$ cat config.mk
export PLATFORM = sky130hd
export DESIGN_NAME = profile_ctrl
export DESIGN_NICKNAME = d
export VERILOG_FILES = /design/src/rtl/profile_ctrl.sv
export SDC_FILE = /design/constraint.sdc
export NUM_CORES = 1
export LEC_CHECK = 0
export ABC_AREA = 1
export CORE_MARGIN = 2
export CORE_UTILIZATION = 40
export DETAILED_ROUTE_END_ITERATION = 12
export GPL_TIMING_DRIVEN = 0
export PLACE_DENSITY_LB_ADDON = 0.05
export SLEW_MARGIN = 15
export SYNTH_ARGS = -nofsm -noshare
export SYNTH_HDL_FRONTEND = slang
export SYNTH_SLANG_ARGS = --single-unit
$ cat constraint.sdc
create_clock -name clock -period 2.95 [get_ports clock]
set_clock_uncertainty 0.1 [all_clocks]
set_input_delay 0.885 -clock clock [delete_from_list [all_inputs] [get_ports clock]]
set_output_delay 0.885 -clock clock [all_outputs]
set_load 0.01 [all_outputs]
$ cat src/rtl/profile_ctrl.sv
// ---------------------------------------------------------------------------
// profile_ctrl
//
// Control stage sitting directly in front of a bank of profiling counters.
// It turns CPU/bus commands and a hardware start trigger into the per-channel
// clear, enable and direction inputs that each counter instance consumes.
// Each channel runs a small IDLE / ARMED / RUNNING state machine.
//
// Optional feature (macro PROFILE_CTRL_TIMEOUT_EN):
//   Each channel gets a RUN_WIDTH-bit run-length counter. A channel that has
//   been RUNNING for MAX_RUN cycles drops back to IDLE and raises a sticky
//   timeoutFlag bit. The flag clears on CLEAR / CLEAR_START or on reset.
//   Without the macro there are no run counters and timeoutFlag is 0.
//
// Handshake: cmdValid is a single-cycle strobe that is always accepted; there
// is no ready/backpressure. A command in cycle t is visible from cycle t+1.
//
// Ports:
//   clock            system clock, all state on the rising edge
//   reset            asynchronous active-low reset
//   cmdValid         command strobe
//   cmdAction[2:0]   command code (NOP/START/STOP/CLEAR/ARM/SET_UP/SET_DOWN/
//                    CLEAR_START)
//   cmdMask          channels the command applies to
//   triggerIn        hardware start trigger, rising-edge sensitive
//   eventIn          per-channel qualifying event
//   counterReset     registered one-cycle clear pulse per counter
//   counterEnable    count enable per counter (RUNNING & eventIn)
//   counterDirection 1 = count up, 0 = count down
//   runningMask      channel is RUNNING (FSM state observation)
//   armedMask        channel is ARMED   (FSM state observation)
//   timeoutFlag      sticky run-limit flag (0 unless the option is built in)
// ---------------------------------------------------------------------------
module profile_ctrl #(
  parameter int unsigned          NR_CHANNELS = 4,
  parameter int unsigned          RUN_WIDTH   = 32,
  parameter logic [RUN_WIDTH-1:0] MAX_RUN     = RUN_WIDTH'(32'hFFFF_FFFF)
) (
  input  logic                   clock,
  input  logic                   reset,
  input  logic                   cmdValid,
  input  logic [2:0]             cmdAction,
  input  logic [NR_CHANNELS-1:0] cmdMask,
  input  logic                   triggerIn,
  input  logic [NR_CHANNELS-1:0] eventIn,
  output logic [NR_CHANNELS-1:0] counterReset,
  output logic [NR_CHANNELS-1:0] counterEnable,
  output logic [NR_CHANNELS-1:0] counterDirection,
  output logic [NR_CHANNELS-1:0] runningMask,
  output logic [NR_CHANNELS-1:0] armedMask,
  output logic [NR_CHANNELS-1:0] timeoutFlag
);

  typedef enum logic [1:0] {
    ST_IDLE    = 2'b00,
    ST_ARMED   = 2'b01,
    ST_RUNNING = 2'b10
  } ch_state_e;

  localparam logic [2:0] CMD_NOP         = 3'b000;
  localparam logic [2:0] CMD_START       = 3'b001;
  localparam logic [2:0] CMD_STOP        = 3'b010;
  localparam logic [2:0] CMD_CLEAR       = 3'b011;
  localparam logic [2:0] CMD_ARM         = 3'b100;
  localparam logic [2:0] CMD_SET_UP      = 3'b101;
  localparam logic [2:0] CMD_SET_DOWN    = 3'b110;
  localparam logic [2:0] CMD_CLEAR_START = 3'b111;

  ch_state_e              state_q [NR_CHANNELS];
  ch_state_e              state_d [NR_CHANNELS];
  logic [NR_CHANNELS-1:0] dir_q;
  logic [NR_CHANNELS-1:0] dir_d;
  logic [NR_CHANNELS-1:0] clr_q;
  logic [NR_CHANNELS-1:0] clr_d;
  logic                   trig_prev_q;

  logic                   trig_edge;
  logic [NR_CHANNELS-1:0] cmd_hit;
  logic                   is_state_cmd;
  logic                   is_clear_cmd;

  // Rising edge of the trigger against its registered previous value.
  assign trig_edge = triggerIn & ~trig_prev_q;

  assign cmd_hit = cmdValid ? cmdMask : '0;

  // Commands that move the FSM. When one of these hits a channel it takes
  // priority over the trigger and over a run-limit expiry in that cycle.
  assign is_state_cmd = (cmdAction == CMD_START) || (cmdAction == CMD_STOP) ||
                        (cmdAction == CMD_ARM)   || (cmdAction == CMD_CLEAR_START);

  assign is_clear_cmd = (cmdAction == CMD_CLEAR) || (cmdAction == CMD_CLEAR_START);

`ifdef PROFILE_CTRL_TIMEOUT_EN
  localparam logic [RUN_WIDTH-1:0] LAST_RUN = MAX_RUN - 1'b1;

  logic [RUN_WIDTH-1:0]   run_cnt_q [NR_CHANNELS];
  logic [RUN_WIDTH-1:0]   run_cnt_d [NR_CHANNELS];
  logic [NR_CHANNELS-1:0] tmo_q;
  logic [NR_CHANNELS-1:0] tmo_d;
  logic [NR_CHANNELS-1:0] tmo_hit;
`else
  // Run-length parameters only matter when the timeout option is built in.
  logic unused_cfg;
  assign unused_cfg = ^{MAX_RUN, 32'(RUN_WIDTH)};
`endif

  // -------------------------------------------------------------------------
  // Next-state logic per channel
  // -------------------------------------------------------------------------
  always_comb begin
    for (int i = 0; i < NR_CHANNELS; i++) begin
      state_d[i] = state_q[i];
      dir_d[i]   = dir_q[i];
      clr_d[i]   = cmd_hit[i] & is_clear_cmd;

      if (cmd_hit[i] && is_state_cmd) begin
        case (cmdAction)
          CMD_STOP: state_d[i] = ST_IDLE;
          CMD_ARM:  state_d[i] = ST_ARMED;
          default:  state_d[i] = ST_RUNNING;  // START, CLEAR_START
        endcase
      end else if (trig_edge && (state_q[i] == ST_ARMED)) begin
        state_d[i] = ST_RUNNING;
      end

      if (cmd_hit[i] && (cmdAction == CMD_SET_UP)) begin
        dir_d[i] = 1'b1;
      end else if (cmd_hit[i] && (cmdAction == CMD_SET_DOWN)) begin
        dir_d[i] = 1'b0;
      end

`ifdef PROFILE_CTRL_TIMEOUT_EN
      // The counter holds the number of RUNNING cycles already completed, so
      // LAST_RUN in the current cycle means this is the MAX_RUN-th one.
      // A state-changing command in the same cycle wins and sets no flag.
      tmo_hit[i] = (state_q[i] == ST_RUNNING) && (run_cnt_q[i] >= LAST_RUN) &&
                   !(cmd_hit[i] && is_state_cmd);
      if (tmo_hit[i]) begin
        state_d[i] = ST_IDLE;
      end

      tmo_d[i] = (tmo_q[i] & ~clr_d[i]) | tmo_hit[i];

      if ((state_d[i] == ST_RUNNING) && (state_q[i] != ST_RUNNING)) begin
        run_cnt_d[i] = '0;
      end else if (state_q[i] == ST_RUNNING) begin
        run_cnt_d[i] = run_cnt_q[i] + 1'b1;
      end else begin
        run_cnt_d[i] = run_cnt_q[i];
      end
`endif
    end
  end

  // -------------------------------------------------------------------------
  // State registers. Reset also cancels any pending counterReset pulse.
  // -------------------------------------------------------------------------
  always_ff @(posedge clock or negedge reset) begin
    if (!reset) begin
      for (int i = 0; i < NR_CHANNELS; i++) begin
        state_q[i] <= ST_IDLE;
`ifdef PROFILE_CTRL_TIMEOUT_EN
        run_cnt_q[i] <= '0;
`endif
      end
      dir_q       <= '1;
      clr_q       <= '0;
      trig_prev_q <= 1'b0;
`ifdef PROFILE_CTRL_TIMEOUT_EN
      tmo_q       <= '0;
`endif
    end else begin
      for (int i = 0; i < NR_CHANNELS; i++) begin
        state_q[i] <= state_d[i];
`ifdef PROFILE_CTRL_TIMEOUT_EN
        run_cnt_q[i] <= run_cnt_d[i];
`endif
      end
      dir_q       <= dir_d;
      clr_q       <= clr_d;
      trig_prev_q <= triggerIn;
`ifdef PROFILE_CTRL_TIMEOUT_EN
      tmo_q       <= tmo_d;
`endif
    end
  end

  // -------------------------------------------------------------------------
  // Outputs: decoded from registered state only, except counterEnable which
  // gates the registered RUNNING bit with the live event input.
  // -------------------------------------------------------------------------
  always_comb begin
    for (int i = 0; i < NR_CHANNELS; i++) begin
      runningMask[i] = (state_q[i] == ST_RUNNING);
      armedMask[i]   = (state_q[i] == ST_ARMED);
    end
  end

  assign counterEnable    = runningMask & eventIn;
  assign counterReset     = clr_q;
  assign counterDirection = dir_q;

`ifdef PROFILE_CTRL_TIMEOUT_EN
  assign timeoutFlag = tmo_q;
`else
  assign timeoutFlag = '0;
`endif

endmodule

Drive-strength map:
Scale: 8 px per um.
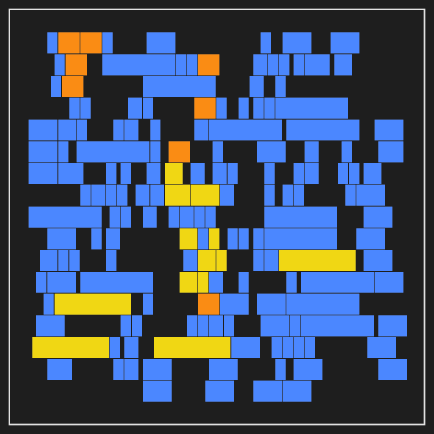
[orange] _3 and _4 cells | cells: 8 | share: 4.8% | most used: buf_4
[blue] _0 and _1 cells | cells: 145 | share: 87% | most used: nand2_1
[yellow] _2 cells | cells: 13 | share: 7.8%

Met1 routing:
Scale: 10 px per um.
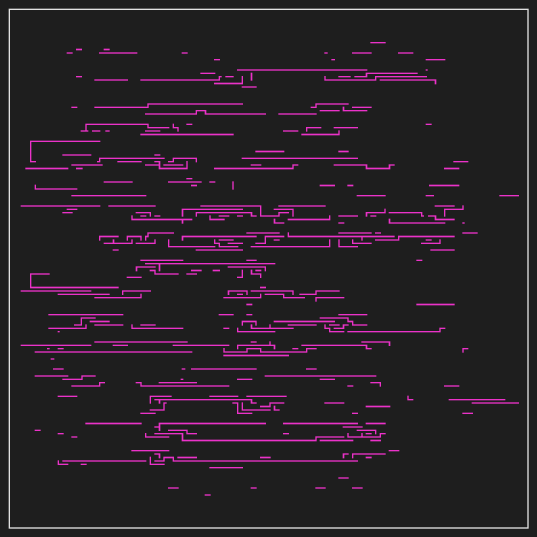
wire length on this layer: 883 um
share of all routed wire: 45%
longest straight run: 18.4 um
nets with wire on the layer: 157

==> results.sh <==
# flow metrics
export IMPL_outcome="finished clean"
export IMPL_path_depth=3
export IMPL_reg2reg_from="trig_prev_q$_DFF_PN0_"
export IMPL_max_freq_mhz=362.7
export IMPL_pin_count=39
export IMPL_largest_class="registers"
export IMPL_cts_buffers=3
export IMPL_dp_slack_ns=-0.08739
export IMPL_report_final_slew_viol_count=0
export IMPL_setup_tns_ns=0
export IMPL_ir_drop_uv=357.8
export IMPL_p_total_mw=0.6585
export IMPL_logic_gates=90
export IMPL_min_from="counterDirection[2]$_DFFE_PN1P_"
export IMPL_p_comb_mw=0.228
export IMPL_period_used_pct=93.47
export IMPL_setup_slack_ns=0.1926
export IMPL_edf_count=0
export IMPL_setup_viol=0
export IMPL_hold_viol=0
export IMPL_drv_cap=0
export IMPL_largest_register="state_q"
export IMPL_use_met3_pct=2.011
export IMPL_nNetsFinal=182
export IMPL_ant_nets=0
export IMPL_cp_endpoint="counterEnable[3]"
export IMPL_clockBufferDepth=2
export IMPL_syn_avg_cell_area_um2=7.287
export IMPL_first_pass_iters=4
export IMPL_final_core_util_pct=60.37
export IMPL_flops=17
export IMPL_grt_setup_unrepaired="no"
export IMPL_antenna_found_initial=0
export IMPL_wl_met1_um=882
export IMPL_dp_cells=190
export IMPL_place_gp_congestion=0.7737
export IMPL_root_buffer="clkbuf_4"
export IMPL_tool_warnings=26
export IMPL_n_fill_cell=215
export IMPL_dieArea_um2=2675
export IMPL_coreArea_um2=2191
export IMPL_grtUsageTotal_pct=17.58
export IMPL_switchingPower_mw=0.2084
export IMPL_synth_seq_cells=17
export IMPL_flop_area_um2=430.4
export IMPL_top_area_cell="dfrtp_1"
export IMPL_layout_cells_most_common="nand2_1"
export IMPL_synthTopCellsByCount="nand2_1, nand3_1, inv_1, nor2_1, dfrtp_1"
export IMPL_compound_area_share_pct=3.159
export IMPL_cts_tree="built"
export IMPL_layoutNonFillerInstCount=194
export IMPL_vias=895
